<file path="src/rtl/dmem_bridge_pkg.sv">
// Shared types and constants for the data-memory bridge.
package dmem_pkg;

    typedef enum logic [1:0] {
        IDLE = 2'd0,
        BUSY = 2'd1,
        DONE = 2'd2
    } dmem_state_e;

    localparam logic [3:0] BE_WORD = 4'hF;
    localparam int         CNT_W   = 16;

endpackage

</file>
<file path="src/rtl/dmem_bridge_if.sv">
// Wait-stated data memory bus: req/ack handshake with byte-lane enables.
interface dmem_bridge_if;

    logic        bus_req;
    logic        bus_we;
    logic [31:0] bus_addr;
    logic [31:0] bus_wdata;
    logic [3:0]  bus_be;
    logic        bus_ack;
    logic        bus_err;
    logic [31:0] bus_rdata;

    modport master (
        output bus_req, bus_we, bus_addr, bus_wdata, bus_be,
        input  bus_ack, bus_err, bus_rdata
    );

    modport slave (
        input  bus_req, bus_we, bus_addr, bus_wdata, bus_be,
        output bus_ack, bus_err, bus_rdata
    );

endinterface

</file>
<file path="src/rtl/dmem_bridge_lane.sv">
// Byte-lane steering: enables and replicated write data toward the bus,
// lane extraction and zero-extension for load results.
module dmem_lane
    import dmem_pkg::*;
(
    input  logic        i_byte,
    input  logic [1:0]  i_addr_lo,
    input  logic [31:0] i_wdata,
    input  logic [31:0] i_rdata,
    output logic [3:0]  o_be,
    output logic [31:0] o_wdata,
    output logic [31:0] o_rdata
);

    // Word accesses pass straight through; byte accesses pick one lane.
    always_comb begin
        o_be    = BE_WORD;
        o_wdata = i_wdata;
        o_rdata = i_rdata;
        if (i_byte) begin
            o_be    = 4'b0001 << i_addr_lo;
            o_wdata = {4{i_wdata[7:0]}};
            case (i_addr_lo)
                2'd0:    o_rdata = {24'd0, i_rdata[7:0]};
                2'd1:    o_rdata = {24'd0, i_rdata[15:8]};
                2'd2:    o_rdata = {24'd0, i_rdata[23:16]};
                default: o_rdata = {24'd0, i_rdata[31:24]};
            endcase
        end
    end

endmodule

</file>
<file path="src/rtl/dmem_bridge.sv">
// Data-memory bridge: turns single-cycle datapath loads/stores into
// req/ack bus transactions and stalls the core while one is outstanding.
//
//   state | meaning
//   IDLE  | waiting for MemRead/MemWrite; request cycle stalls combinationally
//   BUSY  | bus_req high, waiting for ack or timeout
//   DONE  | result/fault presented for one cycle, stall released
module dmem_bridge
    import dmem_pkg::*;
#(
    parameter int TIMEOUT = 255
) (
    input  logic          clk,
    input  logic          reset,
    input  logic          MemRead,
    input  logic          MemWrite,
    input  logic          MemByte,
    input  logic [31:0]   ALUResult,
    input  logic [31:0]   WriteData,
    output logic [31:0]   ReadData,
    output logic          Stall,
    output logic          MemFault,
    dmem_bridge_if.master bus
);

    localparam logic [CNT_W:0] TO_VAL = (CNT_W + 1)'(TIMEOUT);

    dmem_state_e       r_state;
    dmem_state_e       w_state_nxt;
    logic [31:0]       r_addr;
    logic              r_we;
    logic              r_byte;
    logic [31:0]       r_wdata;
    logic [31:0]       r_rdata;
    logic              r_fault;
    logic [CNT_W-1:0]  r_cnt;

    logic              w_access;
    logic              w_misalign;
    logic              w_timeout;
    logic              w_bus_req;
    logic [3:0]        w_be;
    logic [31:0]       w_wdata;
    logic [31:0]       w_rdata;

    assign w_access   = MemRead | MemWrite;
    assign w_misalign = ~MemByte & (ALUResult[1:0] != 2'b00);
    assign w_timeout  = (({1'b0, r_cnt} + 17'd1) == TO_VAL);

    // State register; reset also kills an in-flight request at once.
    always_ff @(posedge clk or negedge reset) begin
        if (!reset) r_state <= IDLE;
        else        r_state <= w_state_nxt;
    end

    // Next-state and handshake outputs.
    always_comb begin
        w_state_nxt = r_state;
        Stall       = 1'b0;
        w_bus_req   = 1'b0;
        case (r_state)
            IDLE: begin
                if (w_access) begin
                    Stall       = 1'b1;
                    w_state_nxt = w_misalign ? DONE : BUSY;
                end
            end
            BUSY: begin
                Stall     = 1'b1;
                w_bus_req = 1'b1;
                if (bus.bus_ack || w_timeout) w_state_nxt = DONE;
            end
            DONE:    w_state_nxt = IDLE;
            default: w_state_nxt = IDLE;
        endcase
    end

    // Access latches, wait counter and captured response.
    always_ff @(posedge clk or negedge reset) begin
        if (!reset) begin
            r_addr  <= '0;
            r_we    <= 1'b0;
            r_byte  <= 1'b0;
            r_wdata <= '0;
            r_rdata <= '0;
            r_fault <= 1'b0;
            r_cnt   <= '0;
        end else if (r_state == IDLE) begin
            if (w_access) begin
                r_addr  <= ALUResult;
                r_we    <= MemWrite;
                r_byte  <= MemByte;
                r_wdata <= WriteData;
                r_rdata <= '0;
                r_fault <= w_misalign;
                r_cnt   <= '0;
            end
        end else if (r_state == BUSY) begin
            r_cnt <= r_cnt + 1'b1;
            if (bus.bus_ack) begin
                r_rdata <= bus.bus_rdata;
                r_fault <= bus.bus_err;
            end else if (w_timeout) begin
                r_rdata <= '0;
                r_fault <= 1'b1;
            end
        end
    end

    dmem_lane u_lane (
        .i_byte    (r_byte),
        .i_addr_lo (r_addr[1:0]),
        .i_wdata   (r_wdata),
        .i_rdata   (r_rdata),
        .o_be      (w_be),
        .o_wdata   (w_wdata),
        .o_rdata   (w_rdata)
    );

    // Bus fields are only live while requesting so they read as 0 otherwise.
    assign bus.bus_req   = w_bus_req;
    assign bus.bus_we    = w_bus_req & r_we;
    assign bus.bus_addr  = w_bus_req ? {r_addr[31:2], 2'b00} : 32'd0;
    assign bus.bus_wdata = w_bus_req ? w_wdata : 32'd0;
    assign bus.bus_be    = w_bus_req ? w_be : 4'd0;

    assign ReadData = (r_state == DONE && !r_fault && !r_we) ? w_rdata : 32'd0;
    assign MemFault = (r_state == DONE) & r_fault;

endmodule

</file>
<file path="src/flat_wrapper.sv">
// flat-port wrapper written by rule: the top's interface ports become plain ports
module dmem_bridge_flat import dmem_pkg::*;
#(
    parameter int TIMEOUT = 255
)
  (clk, reset, MemRead, MemWrite, MemByte, ALUResult, WriteData, ReadData, Stall, MemFault, bus_bus_req, bus_bus_we, bus_bus_addr, bus_bus_wdata, bus_bus_be, bus_bus_ack, bus_bus_err, bus_bus_rdata);
  dmem_bridge_if bus_i ();
  input  logic clk;
  input  logic reset;
  input  logic MemRead;
  input  logic MemWrite;
  input  logic MemByte;
  input  logic [31:0] ALUResult;
  input  logic [31:0] WriteData;
  output logic [31:0] ReadData;
  output logic Stall;
  output logic MemFault;
  output wire logic [$bits(bus_i.bus_req)-1:0] bus_bus_req;
  output wire logic [$bits(bus_i.bus_we)-1:0] bus_bus_we;
  output wire logic [$bits(bus_i.bus_addr)-1:0] bus_bus_addr;
  output wire logic [$bits(bus_i.bus_wdata)-1:0] bus_bus_wdata;
  output wire logic [$bits(bus_i.bus_be)-1:0] bus_bus_be;
  input wire logic [$bits(bus_i.bus_ack)-1:0] bus_bus_ack;
  input wire logic [$bits(bus_i.bus_err)-1:0] bus_bus_err;
  input wire logic [$bits(bus_i.bus_rdata)-1:0] bus_bus_rdata;
  assign bus_bus_req = bus_i.bus_req;
  assign bus_bus_we = bus_i.bus_we;
  assign bus_bus_addr = bus_i.bus_addr;
  assign bus_bus_wdata = bus_i.bus_wdata;
  assign bus_bus_be = bus_i.bus_be;
  assign bus_i.bus_ack = bus_bus_ack;
  assign bus_i.bus_err = bus_bus_err;
  assign bus_i.bus_rdata = bus_bus_rdata;
  dmem_bridge #(.TIMEOUT(TIMEOUT)) u_core (.clk(clk), .reset(reset), .MemRead(MemRead), .MemWrite(MemWrite), .MemByte(MemByte), .ALUResult(ALUResult), .WriteData(WriteData), .ReadData(ReadData), .Stall(Stall), .MemFault(MemFault), .bus(bus_i));
endmodule
</file>
<file path="config.mk">
export PLATFORM = sky130hd
export DESIGN_NAME = dmem_bridge_flat
export DESIGN_NICKNAME = d
export VERILOG_FILES = /design/src/rtl/dmem_bridge_pkg.sv /design/src/rtl/dmem_bridge_if.sv /design/src/rtl/dmem_bridge_lane.sv /design/src/rtl/dmem_bridge.sv /design/src/flat_wrapper.sv
export SDC_FILE = /design/constraint.sdc
export NUM_CORES = 1
export LEC_CHECK = 0
export CELL_PAD_IN_SITES_DETAIL_PLACEMENT = 1
export CELL_PAD_IN_SITES_GLOBAL_PLACEMENT = 1
export CORE_MARGIN = 1
export CORE_UTILIZATION = 37
export CTS_CLUSTER_DIAMETER = 150
export DETAILED_ROUTE_END_ITERATION = 7
export PLACE_DENSITY_LB_ADDON = 0.1
export SKIP_LAST_GASP = 1
export SLEW_MARGIN = 20
export SYNTH_ARGS = -nofsm -noshare
export SYNTH_HDL_FRONTEND = slang
export SYNTH_SLANG_ARGS = --single-unit
</file>
<file path="constraint.sdc">
create_clock -name clk -period 4.72 [get_ports clk]
set_input_delay 0.944 -clock clk [delete_from_list [all_inputs] [get_ports clk]]
set_output_delay 0.944 -clock clk [all_outputs]
set_load 0.02 [all_outputs]
</file>
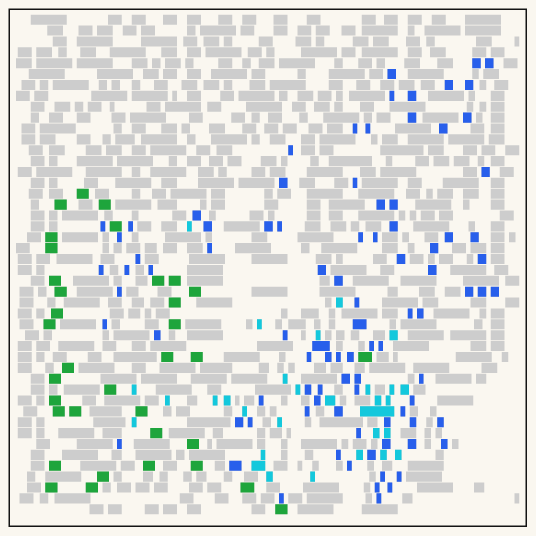
**Above:** logic cells by family.
Drawn at 4 px/um.
Key: NAND gates = blue [cells 91, most used nand2_1, where widely spread]; NOR gates = cyan [cells 30, most used nor2_1]; AND-OR and OR-AND gates = green [cells 35, most used a22o_1]

==> notes.md <==
Results of the run.

The critical path endpoint category is an output port. In the finished design, the share of the clock period the worst path needs comes to 0.819. The flip-flop and latch power is 1.83 mW.

The largest cell class by area is flip-flops and latches. The number of CTS-inserted buffers is 17. The count of unique library cells instantiated by Yosys is 43. The average detailed-routed wire length per instance is 19.5 um. The top cell type by total area after synthesis is dfrtp_1. The largest registers in the layout are u_core.r_addr x32, u_core.r_rdata x32, u_core.r_wdata x32. The data arrival time of the worst path is 2.92 ns.

After synthesis, the cell types taking the most area are dfrtp_1 (49%), mux2_2 (12%), and2_1 (6.9%). Per STA, the endpoint of the critical path is Stall. The cell-mix breakdown from Yosys lists the compound-gate area share as 0.135. The cell chosen for the clock root is clkbuf_16. The last timing report of the flow puts the setup violation total at 0. The width of the die is 129 um.

The timing report shows that the slowest cell on the worst path is clkdlybuf4s50_1. The worst hold slack after final layout is 0.496 ns. The post-layout instance area is 8790 um2. The share of post-route cells with drive strength above 1 is 0.152. The initial utilization of the core area, before any placement, comes to 0.376. The final worst setup slack is 0.855 ns. Counting endpoints that fail hold in the final report gives 0. In this run the cell area measured after placement is 8140 um2. The flow ran to the end, and the final reports show no timing, DRC or antenna violations. The global routing stage identified its most utilized layer as met2.

The maximum number of pins on one net before global-route repair is 67. The post-CTS hold buffer count recorded in the log is 0. The number of I/O pins is 207. The flop count is 117. For the worst min-delay path, the startpoint reported by OpenROAD is u_core.r_addr[9]. The clock buffer and inverter area fraction after layout is 0.0740. Recorded from the global router log, the overflow total was 0. The analysis attributes to cell leakage a power of 3.56 nW.

The count of library flops with an enable pin is 0. The area of the multi-input gates is 2830 um2. Nets still carrying antenna violations after routing amount to 0. According to the floorplan report, the total die area is 16600 um2. The capture endpoint of the worst hold path is u_core.r_addr[9].
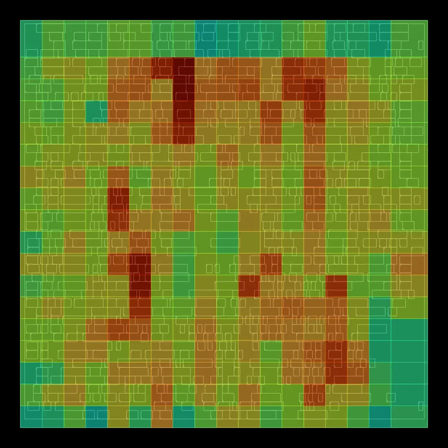
**Above:** routing congestion map.
Total Routing Usage GR: 0.241
global routing met1 resource utilization: 0.278

No activity file was given, so power comes from the tool's default toggle rates.
